### Track usage over the die, run 1

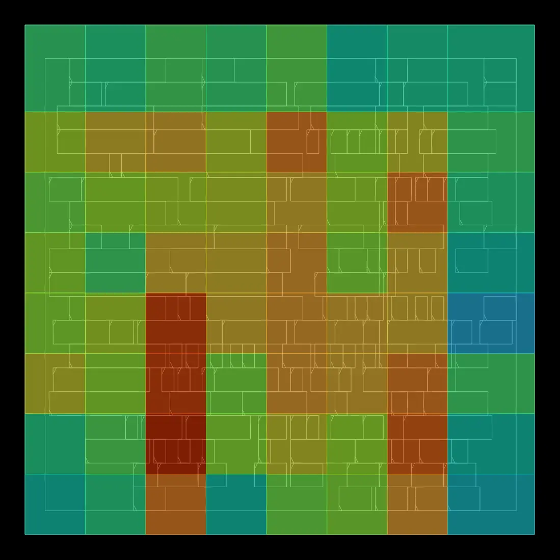
### Nets reached from selected ports, run 1

Bar = 20 um.
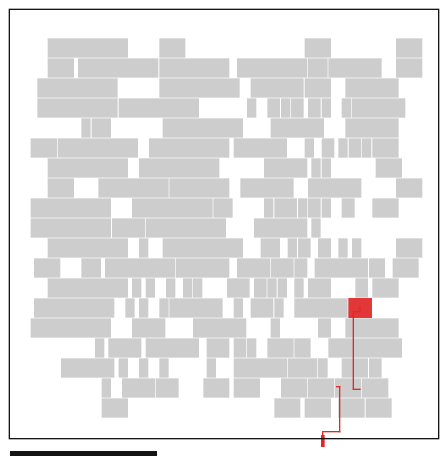
### Where the registers sit, run 1

Bar = 20 um.
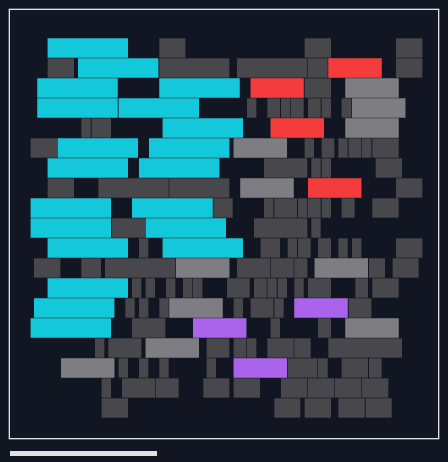
### Wiring by layer, run 1

Only two layers are drawn.
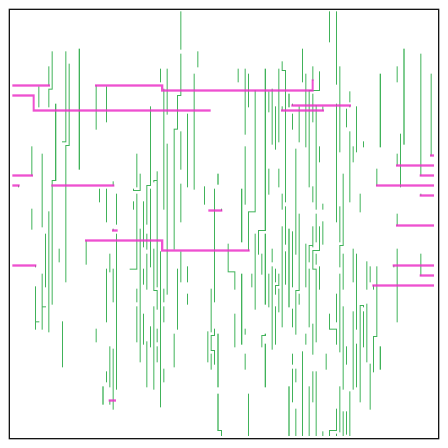
Design br_pred_update_queue_flat, sky130hd; sources not shown.
==> reports/qor.tcl, run 1 <==
set qor(run_status) {finished, final reports clean}
set qor(sequential_cell_total) 38
set qor(p_per_area_nw_per_um2) 222.6
set qor(grt_setup_unrepaired) {false}
set qor(path_depth) 11
set qor(die-area_um2) 3389
set qor(detailroute.wirelength.met2_um) 1370
set qor(synth-edff-count) 20
set qor(timing.max_slew.rel_slack_pct) 62.30
set qor(first_global_vias) 996
set qor(synthDominantAreaCellType) {edfxtp_1}
set qor(syn-mean-instance-area_um2) 13.20
set qor(nClkBuffers) 6
set qor(cts.repair_timing.setup_buffer_count) 0
set qor(rows) 19
set qor(drt_first_iter_violations) 20
set qor(grt_pass1_wl_um) 4416
set qor(rrSetupSlack_ns) 3.25
set qor(clock-root-buffer) {clkbuf_4}
set qor(power_w) 0.0004231
set qor(die_h_um) 58.22
set qor(power_frac_seq_pct) 65.4
set qor(netlist_top_cells_area) {edfxtp_1 39%, dfxtp_1 23%, mux4_1 6.7%}
set qor(ys_top_logic_family) {simple AND/OR/NAND/NOR gates}
set qor(grt_total_ovfl) 0
set qor(drv_cap) 0
set qor(layout.nets) 173
set qor(path_class) {input pin to flop}
set qor(maximum_number_of_pins_on_one_net_before_global_route_repair) 13
set qor(switchingPower_w) 0.00008937
set qor(cts_hold_repair.buffers) 0
set qor(final_cells) 182
set qor(timing.critical_path.max_delay_family) {AND-OR/OR-AND gates}
set qor(summed_instance_area_of_the_synthesized_netlist_um2) 1558
set qor(synth.ff_latch_count) 38
set qor(clock.fmax_mhz) 252.3
set qor(clock_net_power_w) 0.000125
set qor(combinationalPower_w) 0.0000211
set qor(clkLatencyLatePin_ns) 0.34
set qor(place.gp.congestion) 0.7122
set qor(clkSlewWorstSetupHoldPaths_ns) 0.11
set qor(final_clock_cell_share_pct) 2.699
set qor(synth.distinct_cells) 27
set qor(post_dp_cell_area_um2) 1849
set qor(yosys.area_share.aoi_pct) 5.221
set qor(ys_sh_xor_pct) 4.418
set qor(mostFrequentLayoutCell) {clkdlybuf4s50_1}
set qor(largestPowerGroup) {sequential cells}
set qor(clock_power_share_pct) 29.6
set qor(first_pass_iters) 4
set qor(cts.repair.resized) 0
set qor(post_route_cells_drive_above_1_share_pct) 7.947
set qor(min_path_type) {flop to flop}
set qor(layout_top_cells_excl_fill_tap) {28 x clkdlybuf4s50_1, 20 x edfxtp_1, 18 x dfxtp_1}
set qor(n_tap_cell) 31
set qor(hold_ws_ns) 0.4113
set qor(cts_tree) {done}
Back to the opening pictures, 'Track usage over the die':
final core utilization: 68.33%
global routing met1 resource utilization: 19.94%
met3 routing resource usage after global routing: 8.259%
average wire length per cell after detail routing: 14.34 um
grt peak-use layer: met2

Back to the opening pictures, 'Nets reached from selected ports':
colour	port	bits	direction	edge	end cells	wire
red	`bus_push_valid`	1	input	south	1	22.5 um
num ports: 29
PortBufs: 28

Back to the opening pictures, 'Where the registers sit':
colour	name in the netlist	placed flops
cyan	`u_core.u_fifo.mem`	20
red	`u_core.bus.pht_w_idx`	4
purple	`u_core.u_fifo.count`	3
not coloured	11
sequential-cell power consumption: 0.000277 W
sequential portion of the cell area: 50.56%
register cell area after layout: 960.9 um^2

Back to the opening pictures, 'Wiring by layer':
colour	layer	wire length
magenta	M3	155 um
green	M2	1370 um
final wirelength: 2609 um
routed via count: 987

### Met1 routing, run 1

Bar = 20 um. Supply wires on this layer in grey.
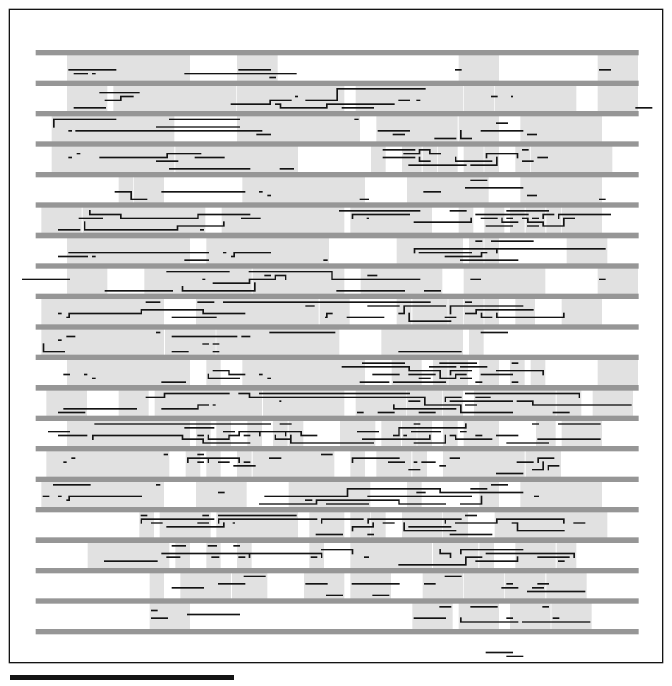

==> inputs of run 2 (changes only) <==
--- a/config.mk
+++ b/config.mk
@@ -6,7 +6,7 @@
 export NUM_CORES = 1
 export LEC_CHECK = 0
 export CORE_MARGIN = 2
-export CORE_UTILIZATION = 53
+export CORE_UTILIZATION = 46
 export CTS_CLUSTER_SIZE = 30
 export DETAILED_ROUTE_END_ITERATION = 16
 export GPL_TIMING_DRIVEN = 1
==> constraint.sdc (replaced) <==
create_clock -name clk -period 3.55 [get_ports clk]
set_clock_uncertainty 0.05 [all_clocks]
set_input_delay 1.065 -clock clk [delete_from_list [all_inputs] [get_ports clk]]
set_output_delay 1.065 -clock clk [all_outputs]
set_load 0.02 [all_outputs]
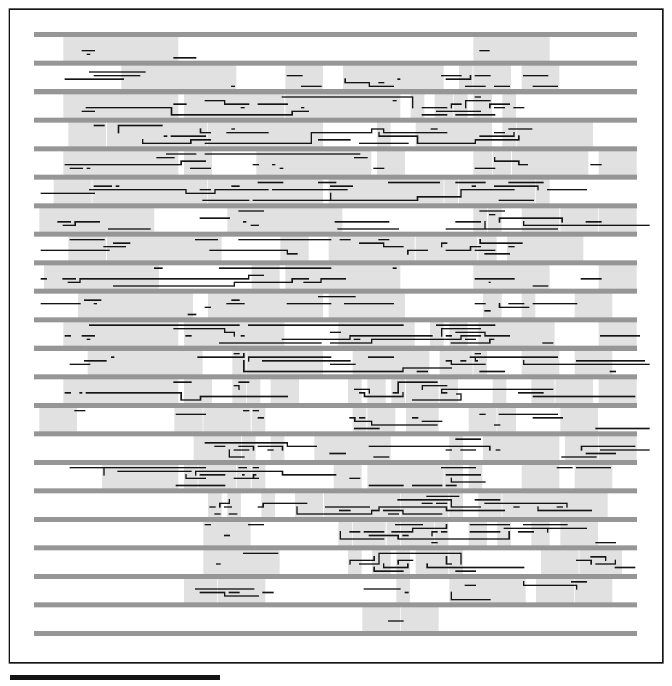
*Met1 routing, run 2*
Bar = 20 um. Supply wires on this layer in grey.
longest straight run	16.1 um
share of all routed wire	45%
final wirelength: 2592 um
routed via count: 975
global routing met1 resource utilization: 17.44%

==> run 2 against run 1 <==
- combinational power increased by 72%
- first-iteration DRC count increased by 100%
- register-to-register slack got worse by 2.4 ns
- flip-flop count unchanged
- sequential share of layout area decreased by 1.5 points
- synthesized cell count unchanged
- via count decreased by 1.2%
- final cell count increased by 11%
- non-clock buffer count increased by 5
- critical path depth decreased by 1
- total power increased by 68%
- sequential power increased by 68%
- critical path type unchanged
- largest cell class unchanged
- largest power group unchanged
==> reports/qor.tcl, run 2 <==
set qor(run_status) {finished, final reports clean} ;# unchanged
set qor(netlist_top_cells_area) {edfxtp_1 39%, dfxtp_1 23%, mux4_1 6.7%} ;# unchanged
set qor(power_frac_seq_pct) 65.0 ;# was 65.4%
set qor(summed_instance_area_of_the_synthesized_netlist_um2) 1558 ;# unchanged
set qor(buffers) 33 ;# was 28
set qor(yosys.area_share.aoi_pct) 5.221 ;# unchanged
set qor(hold_ws_ns) 0.4137 ;# was 0.4113 ns
set qor(post_route_cells_drive_above_1_share_pct) 10.90 ;# was 7.947%
set qor(die_h_um) 62.19 ;# was 58.22 um
set qor(path_depth) 10 ;# was 11
set qor(drv_cap) 0 ;# unchanged
set qor(cts.repair_timing.setup_buffer_count) 0 ;# unchanged
set qor(ys_top_logic_family) {simple AND/OR/NAND/NOR gates} ;# unchanged
set qor(synth.ff_latch_count) 38 ;# unchanged
set qor(nClkBuffers) 5 ;# was 6
set qor(p_per_area_nw_per_um2) 363.8 ;# was 222.6 nW/um^2
set qor(globalRouteMet3Util_pct) 5.797 ;# was 8.259%
set qor(timing.max_slew.rel_slack_pct) 63.88 ;# was 62.30%
set qor(power.sequential.total_w) 0.000464 ;# was 0.000277 W
set qor(first_global_vias) 995 ;# was 996
set qor(die_width_um) 62.19 ;# was 58.22 um
set qor(routed-wl-met3_um) 162 ;# was 154 um
set qor(layout_top_cells_excl_fill_tap) {28 x clkdlybuf4s50_1, 20 x edfxtp_1, 18 x dfxtp_1} ;# unchanged
set qor(nMultiInputCombCells) 70 ;# unchanged
set qor(clock-root-buffer) {clkbuf_4} ;# unchanged
set qor(rows) 21 ;# was 19
set qor(period_minus_slack_ns) 2.938
set qor(setup-tns-final_ns) 0 ;# unchanged
set qor(synth.distinct_cells) 27 ;# unchanged
set qor(yosys.stat.chipArea_um2) 1558 ;# unchanged
set qor(detailroute.wirelength.met2_um) 1255 ;# was 1370 um
set qor(grt_pass1_wl_um) 4436 ;# was 4416 um
set qor(multi_input_gate_share_of_the_layout_cell_area_pct) 27.71 ;# was 28.57%
set qor(io_buffers) 28 ;# unchanged
set qor(mostFrequentLayoutCell) {clkdlybuf4s50_1} ;# unchanged
set qor(cts.repair.resized) 0 ;# unchanged
set qor(busiest_layer) {met2} ;# unchanged
set qor(path_class) {input pin to flop} ;# unchanged
set qor(n_tap_cell) 46 ;# was 31
set qor(min_path_type) {flop to flop} ;# unchanged
set qor(register_area_um2) 960.9 ;# unchanged
set qor(clock_power_share_pct) 29.9 ;# was 29.6%
set qor(sequential_cell_total) 38 ;# unchanged
set qor(ys_sh_xor_pct) 4.418 ;# unchanged
set qor(rrSetupSlack_ns) 0.88 ;# was 3.25 ns
set qor(cts_hold_repair.buffers) 0 ;# unchanged
set qor(synthDominantAreaCellType) {edfxtp_1} ;# unchanged
set qor(cts_tree) {done} ;# unchanged
set qor(drt_drc_violations_left) 0 ;# unchanged
set qor(final_cells) 202 ;# was 182
set qor(clkLatencyLatePin_ns) 0.33 ;# was 0.34 ns
set qor(worstSetupEndpointType) {flop} ;# unchanged
set qor(routedLengthMet1_um) 1156 ;# was 1048 um
set qor(grt_setup_unrepaired) {false} ;# unchanged
set qor(average_wire_length_per_cell_after_detail_routing_um) 12.83 ;# was 14.34 um
set qor(die-area_um2) 3868 ;# was 3389 um^2
set qor(clkSlewWorstSetupHoldPaths_ns) 0.12 ;# was 0.11 ns
set qor(post_dp_cell_area_um2) 1906 ;# was 1849 um^2
set qor(first_pass_iters) 2 ;# was 4
set qor(clock_net_power_w) 0.000213 ;# was 0.000125 W
set qor(simple_gate_share_pct) 11.08 ;# unchanged
set qor(largestPowerGroup) {sequential cells} ;# unchanged
set qor(layout.core_utilization_pct) 59.66 ;# was 68.33%
set qor(layout.area.top_class) {sequential cells} ;# unchanged
set qor(grt_total_ovfl) 0 ;# unchanged
set qor(seq-cell-share_pct) 49.04 ;# was 50.56%
set qor(layout.cell_area.non_filler_um2) 1959 ;# was 1901 um^2
set qor(grt_util_all_layers_pct) 15.00 ;# was 18.66%
set qor(switchingPower_w) 0.0001542 ;# was 0.00008937 W
set qor(timing.critical_path.max_delay_family) {adder cells} ;# was AND-OR/OR-AND gates
set qor(cts.htree.levels) 2 ;# unchanged
set qor(maximum_number_of_pins_on_one_net_before_global_route_repair) 13 ;# unchanged
set qor(postRouteAntennaNets) 0 ;# unchanged
set qor(power_w) 0.0007127 ;# was 0.0004231 W
set qor(place.gp.congestion) 0.7103 ;# was 0.7122
set qor(final_clock_cell_share_pct) 2.746 ;# was 2.699%
set qor(flow.area_growth_from_synthesis_pct) 25.78 ;# was 22.01%
set qor(design.portCount) 29 ;# unchanged
set qor(synth-edff-count) 20 ;# unchanged
set qor(syn-mean-instance-area_um2) 13.20 ;# unchanged
set qor(clock.fmax_mhz) 340.3
set qor(combinationalPower_w) 0.0000362 ;# was 0.0000211 W
set qor(layout.nets) 178 ;# was 173
set qor(fin_ws_ns) 0.6118 ;# was 1.986 ns
set qor(drt_first_iter_violations) 40 ;# was 20
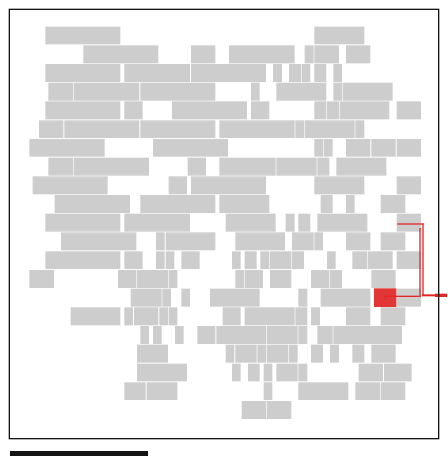
*Nets reached from selected ports, run 2*
Bar = 20 um.
colour	port	bits	direction	edge	end cells	wire
red	`bus_push_valid`	1	input	east	1	31.1 um

Power is estimated from default activity; no workload was simulated.
